Fig. 1: metal layers overlaid
Only two layers are drawn.
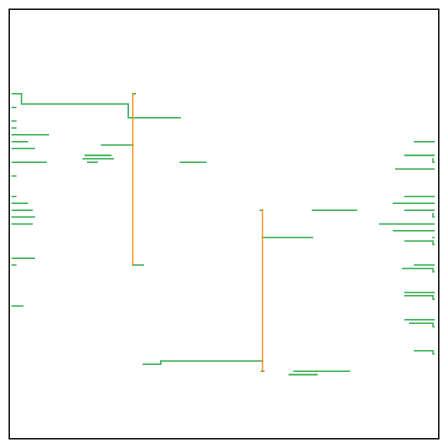
Fig. 2: the metal 2 layer
The bar under the picture is 20 um long.
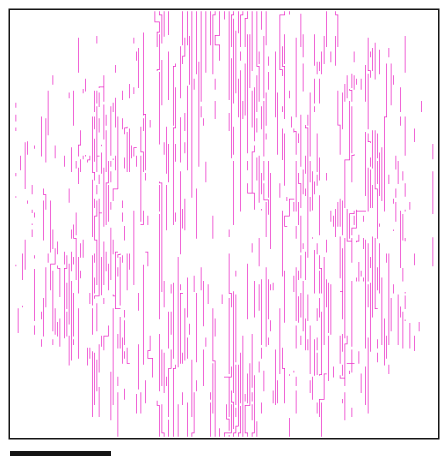
Fig. 3: port wiring
The bar under the picture is 20 um long.
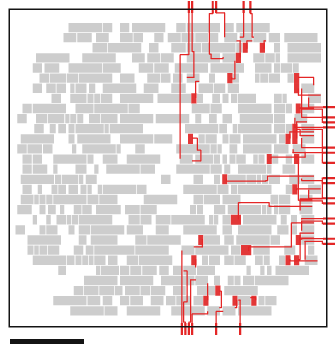
Fig. 4: cell outlines without signal wires
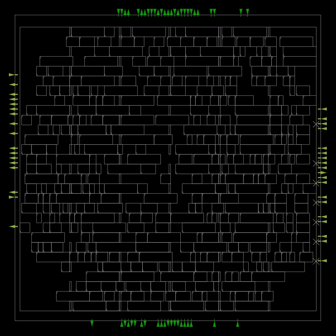
Fig. 5: register map, names as in the netlist
Other sequential cells in the stronger grey, the rest of the logic in the fainter grey.
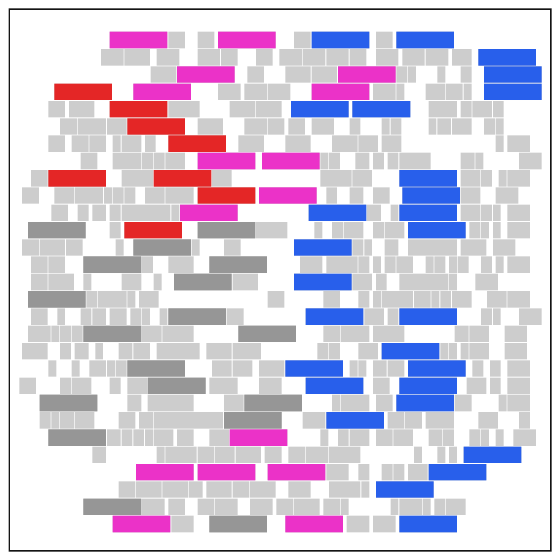
`src/rtl/scaler_readout_sequencer.sv`:
```
// Scaler readout sequencer: issues the bank latch flag on a periodic tick or
// on demand, waits for the frozen values to settle, then walks the bank mux
// and presents each value on a valid/ready stream with address and last tag.
module scaler_readout_sequencer #(
  parameter int NUM_SCALERS   = 16,
  parameter int ADDR_BITS     = 4,
  parameter int SCALER_BITS   = 16,
  parameter int PERIOD_BITS   = 27,
  parameter int SETTLE_CYCLES = 8
) (
  input  logic                   clk_i,
  input  logic                   rst_n_i,
  input  logic                   enable_i,
  input  logic [PERIOD_BITS-1:0] period_i,
  input  logic                   force_latch_i,
  output logic                   latch_o,
  output logic [ADDR_BITS-1:0]   scaler_addr_o,
  input  logic [SCALER_BITS-1:0] scaler_dat_i,
  output logic [SCALER_BITS-1:0] dat_o,
  output logic [ADDR_BITS-1:0]   dat_addr_o,
  output logic                   valid_o,
  output logic                   last_o,
  input  logic                   ready_i,
  output logic                   busy_o,
  output logic [7:0]             missed_o
);

  localparam int SET_W = (SETTLE_CYCLES > 1) ? $clog2(SETTLE_CYCLES) : 1;
  localparam logic [SET_W-1:0]     SETTLE_END = SET_W'(SETTLE_CYCLES - 1);
  localparam logic [ADDR_BITS-1:0] LAST_ADDR  = ADDR_BITS'(NUM_SCALERS - 1);

  typedef enum logic [2:0] {
    S_IDLE, S_LATCH, S_SETTLE, S_FETCH, S_PRESENT
  } state_e;

  state_e                 state_q, state_d;
  logic [PERIOD_BITS-1:0] cnt_q, cnt_d;
  logic                   pending_q, pending_d;
  logic [7:0]             missed_q, missed_d;
  logic [SET_W-1:0]       settle_q, settle_d;
  logic                   fetch_ph_q, fetch_ph_d;
  logic [ADDR_BITS-1:0]   addr_q, addr_d;
  logic [SCALER_BITS-1:0] dat_q, dat_d;
  logic [ADDR_BITS-1:0]   dat_addr_q, dat_addr_d;
  logic                   valid_q, valid_d;
  logic                   last_q, last_d;
  logic                   tick;
  logic                   req;

  // Interval counter: reloads while disabled, ticks when it reaches zero.
  always_comb begin
    tick  = 1'b0;
    cnt_d = cnt_q;
    if (!enable_i) begin
      cnt_d = period_i;
    end else if (cnt_q == '0) begin
      tick  = 1'b1;
      cnt_d = period_i;
    end else begin
      cnt_d = cnt_q - PERIOD_BITS'(1);
    end
  end

  // One-deep request latch plus sequencing FSM next-state and datapath.
  always_comb begin
    req        = tick | force_latch_i;
    state_d    = state_q;
    pending_d  = pending_q;
    missed_d   = missed_q;
    settle_d   = settle_q;
    fetch_ph_d = fetch_ph_q;
    addr_d     = addr_q;
    dat_d      = dat_q;
    dat_addr_d = dat_addr_q;
    valid_d    = valid_q;
    last_d     = last_q;

    // The LATCH cycle consumes the pending request; a request landing in
    // that same cycle becomes the next pending one rather than a drop.
    if (state_q == S_LATCH) begin
      pending_d = req;
    end else if (req) begin
      if (pending_q) begin
        if (missed_q != 8'hFF) missed_d = missed_q + 8'd1;
      end else begin
        pending_d = 1'b1;
      end
    end

    unique case (state_q)
      S_IDLE: begin
        if (pending_q) state_d = S_LATCH;
      end
      S_LATCH: begin
        addr_d   = '0;
        settle_d = '0;
        state_d  = S_SETTLE;
      end
      S_SETTLE: begin
        if (settle_q == SETTLE_END) begin
          fetch_ph_d = 1'b0;
          state_d    = S_FETCH;
        end else begin
          settle_d = settle_q + SET_W'(1);
        end
      end
      S_FETCH: begin
        // Mux is registered: data for a new address is good on the 2nd cycle.
        if (!fetch_ph_q) begin
          fetch_ph_d = 1'b1;
        end else begin
          fetch_ph_d = 1'b0;
          dat_d      = scaler_dat_i;
          dat_addr_d = addr_q;
          valid_d    = 1'b1;
          last_d     = (addr_q == LAST_ADDR);
          state_d    = S_PRESENT;
        end
      end
      S_PRESENT: begin
        if (ready_i) begin
          valid_d = 1'b0;
          last_d  = 1'b0;
          if (last_q) begin
            state_d = S_IDLE;
          end else begin
            addr_d  = addr_q + ADDR_BITS'(1);
            state_d = S_FETCH;
          end
        end
      end
      default: state_d = S_IDLE;
    endcase
  end

  // State and datapath registers.
  always_ff @(posedge clk_i or negedge rst_n_i) begin
    if (!rst_n_i) begin
      state_q    <= S_IDLE;
      cnt_q      <= '0;
      pending_q  <= 1'b0;
      missed_q   <= '0;
      settle_q   <= '0;
      fetch_ph_q <= 1'b0;
      addr_q     <= '0;
      dat_q      <= '0;
      dat_addr_q <= '0;
      valid_q    <= 1'b0;
      last_q     <= 1'b0;
    end else begin
      state_q    <= state_d;
      cnt_q      <= cnt_d;
      pending_q  <= pending_d;
      missed_q   <= missed_d;
      settle_q   <= settle_d;
      fetch_ph_q <= fetch_ph_d;
      addr_q     <= addr_d;
      dat_q      <= dat_d;
      dat_addr_q <= dat_addr_d;
      valid_q    <= valid_d;
      last_q     <= last_d;
    end
  end

  assign latch_o       = (state_q == S_LATCH);
  assign busy_o        = (state_q != S_IDLE);
  assign scaler_addr_o = addr_q;
  assign dat_o         = dat_q;
  assign dat_addr_o    = dat_addr_q;
  assign valid_o       = valid_q;
  assign last_o        = last_q;
  assign missed_o      = missed_q;

endmodule

```
`config.mk`:
```
export PLATFORM = sky130hd
export DESIGN_NAME = scaler_readout_sequencer
export DESIGN_NICKNAME = d
export VERILOG_FILES = /design/src/rtl/scaler_readout_sequencer.sv
export SDC_FILE = /design/constraint.sdc
export NUM_CORES = 1
export LEC_CHECK = 0
export CAP_MARGIN = 40
export CORE_UTILIZATION = 49
export DETAILED_ROUTE_END_ITERATION = 10
export PLACE_DENSITY = 0.8
export SLEW_MARGIN = 10
export SYNTH_ARGS = -nofsm -noshare
export SYNTH_HDL_FRONTEND = slang
export SYNTH_SLANG_ARGS = --single-unit
```
`constraint.sdc`:
```
create_clock -name clk_i -period 2.81 [get_ports clk_i]
set_clock_uncertainty 0.05 [all_clocks]
set_input_delay 0.562 -clock clk_i [delete_from_list [all_inputs] [get_ports clk_i]]
set_output_delay 0.562 -clock clk_i [all_outputs]
set_load 0.1 [all_outputs]
```
==> flow_summary.yaml <==
# flow metrics
synthesis:
  syn_area_per_cell_sq_um: 10.77
  mux_area_share_pct: 7.681
  area_leaders: "dfrtp_1 51%, mux2_2 7.0%, xnor2_1 5.5%, nand2_1 4.3%, o21ai_1 3.9%"
  yosys-stat-area_sq_mm: 0.003372
  synth_cells: 313
  aoi_share_pct: 10.24
  synth_seq_share_pct: 51.21
  synth_warnings: 0
  synth_adder_area_share_pct: 2.226
  ys_ff: 69
  synthTopCellsByCount: "69 x dfrtp_1, 39 x nand2_1, 26 x o21ai_1"
  async_flop_share_pct: 100.0
  most_common_cell: "dfrtp_1"
  yosysUniqueCellTypes: 43
  ff_type: "dfrtp_1"
  netlist_logic_family_top: "simple AND/OR/NAND/NOR gates"
  top_area_cell: "dfrtp_1"
  ys_sh_xor_pct: 8.571
  synth.top_cell.area_share_pct: 51.21
  ys_cells: 313
  netlist_area_sq_mm: 0.003372
  ys_sh_simple_pct: 17.85
  syn_nets: 367
  synth-edff-count: 0
cts:
  cts_setup_buffers: 0
  cts_buffers: 9
  cts_hold_buf: 0
  clock_latency_ps: 340
  root_buffer: "clkbuf_8"
  cts.repair.resized: 0
  htreeDepth: 3
  cts_tree: "yes"
  cts_max_path_buffers: 2
  path_clk_slew_ps: 70
setup_path:
  worstPathCellList: "nor4_1, nand2_1, o41a_4, nor2_1, mux2_1"
  worst_path_largest_cell_delay_ps: 610
  path_class: "flip-flop to flip-flop"
  r2r_cells: 5
  worst-path-buf-inv: 0
  crit_start: "cnt_q[8]$_DFF_PN0_"
  ff2ff_setup_slack_ps: 230
  r2r_start: "cnt_q[8]$_DFF_PN0_"
  crit_arrival_ps: 2750
  slowest_stage: "nor4_1"
  path_delay_family: "simple AND/OR/NAND/NOR gates"
  critPathMaxFanout: 8
  cp-start-kind: "flip-flop"
  end_kind: "flip-flop"
  crit_end: "missed_o[1]$_DFFE_PN0P_"
  cp.required_ps: 2980
  cp.depth: 5
pwr:
  irDropWorstVdd_uv: 1277
  clkPwrFrac_pct: 15.4
  switching_power_mw: 2.731
  switching_share_pct: 52.01
  leakage_nw: 1.908
  power_frac_seq_pct: 30.6
  power_density_mw_per_mm2: 1180
  p_int_mw: 2.521
  combinationalPowerShare_pct: 54.0
  power_mw: 5.252
global_routing:
  grt_max_degree: 30
  antenna_found_initial: 0
  grt_util_all_layers_pct: 21.82
  grt_pass1_wl_um: 12470
  use_met1_pct: 28.61
  grt_pass1_vias: 2716
  grt_overflow_total: 0
  busiest_layer: "met2"
  use_met3_pct: 3.599
final_timing:
  setup_viol: 0
  max_freq_mhz: 387.5
  min_period_over_period_pct: 91.83
  tns_ps: 0
  layout_min_cycle_time_ps: 2580
  rsz0062_at_grt: "no"
  drv_slew: 0
  timing.final.hold_violations: 0
  holdWs_ps: 193.3
  relSlewSlack_pct: 56.90
  tightestPinTransition_ps: 640.6
  fin_ws_ps: 229.7
run_status:
  outcome: "finished, violations left"
  violations: "DRC"
hold_path:
  hold_class: "primary input to asynchronous set/reset pin"
finish:
  top_register: "cnt_q"
  antenna_cells: 0
  drive_gt1_share_pct: 22.98
  finalNetCount: 459
  fin_cells: 486
  fill_cells: 493
  fin_area_sq_mm: 0.004451
  largest_reg_flops: 27
  lay_top_cells: "69 x dfrtp_1, 46 x clkdlybuf4s50_1, 44 x buf_4"
  syn2layout_area_growth_pct: 31.99
  mostFrequentLayoutCell: "dfrtp_1"
route:
  ant_nets: 0
  post_drt_wl_per_cell_um: 15.14
  drt_iter0_drc: 147
  viasPerCell: 5.459
  wl_met1_um: 3336
  wl_met2_um: 3680
  dr.pass1.iters: 8
  routed.top_layer: "met4"
  met3_length_um: 274
  drc_errors: 7
floorplan:
  fp_util_pct: 51.92
  chipArea_sq_mm: 0.007217
  die_w_um: 84.96
place:
  dp_hpwl_um: 5273
  dpl.cell_count: 471
  post_dp_cell_area_sq_mm: 0.004252
  gp_congestion: 0.7915
  pre_cts_slack_ps: 262.6
  portBuffers: 83
flow_run:
  warning_count: 27
  drv_cap: 0
Notes on Fig. 1 above:
- met3: green (wire length 275 um)
- met4: orange (wire length 66.0 um)

Notes on Fig. 2 above:
- share of all routed wire: 50%
- nets with wire on the layer: 393
- longest straight run: 36.9 um
- wire length on this layer: 3680 um
grt met2 use: 36.80%
final WL: 7356 um
via count: 2653

Notes on Fig. 3 above:
- period_i: red (direction input; edge 15 right, 6 bottom, 6 top; end cells 27; buffers 27; wire 537 um)

Notes on Fig. 4 above:
# rows: 29
sequential fraction of total cell area: 38.80%
core area: 0.006495 sq mm
utilization after layout: 68.52%

Notes on Fig. 5 above:
- dat_o: magenta (sequential cells 16)
- cnt_q: blue (sequential cells 27)
- missed_o: red (sequential cells 8; where top left)
FF+latch area: 0.001727 sq mm
Seq. pwr: 1.61 mW

-- power groups by stage --
stage,logic [mW],clock network [mW],registers [mW]
after detailed placement,2.85,0,1.61
after CTS,2.86,0.834,1.60
after floorplan,0.894,0,2.89
after global placement,2.80,0,1.59
final,2.84,0.809,1.61
after global routing,2.96,0.878,1.65
-- final cells by class --
class | instances | area (sq um) | area share (%)
well taps | 77 | 96.34 | 2.165
repair buffers | 92 | 815.8 | 18.33
clock buffers | 11 | 151.4 | 3.402
inverters | 6 | 22.52 | 0.5060
multi-input cells | 227 | 1590 | 35.73
flip-flops and latches | 69 | 1727 | 38.80
clock inverters | 4 | 47.55 | 1.068
Power and IR drop assume default switching activity.
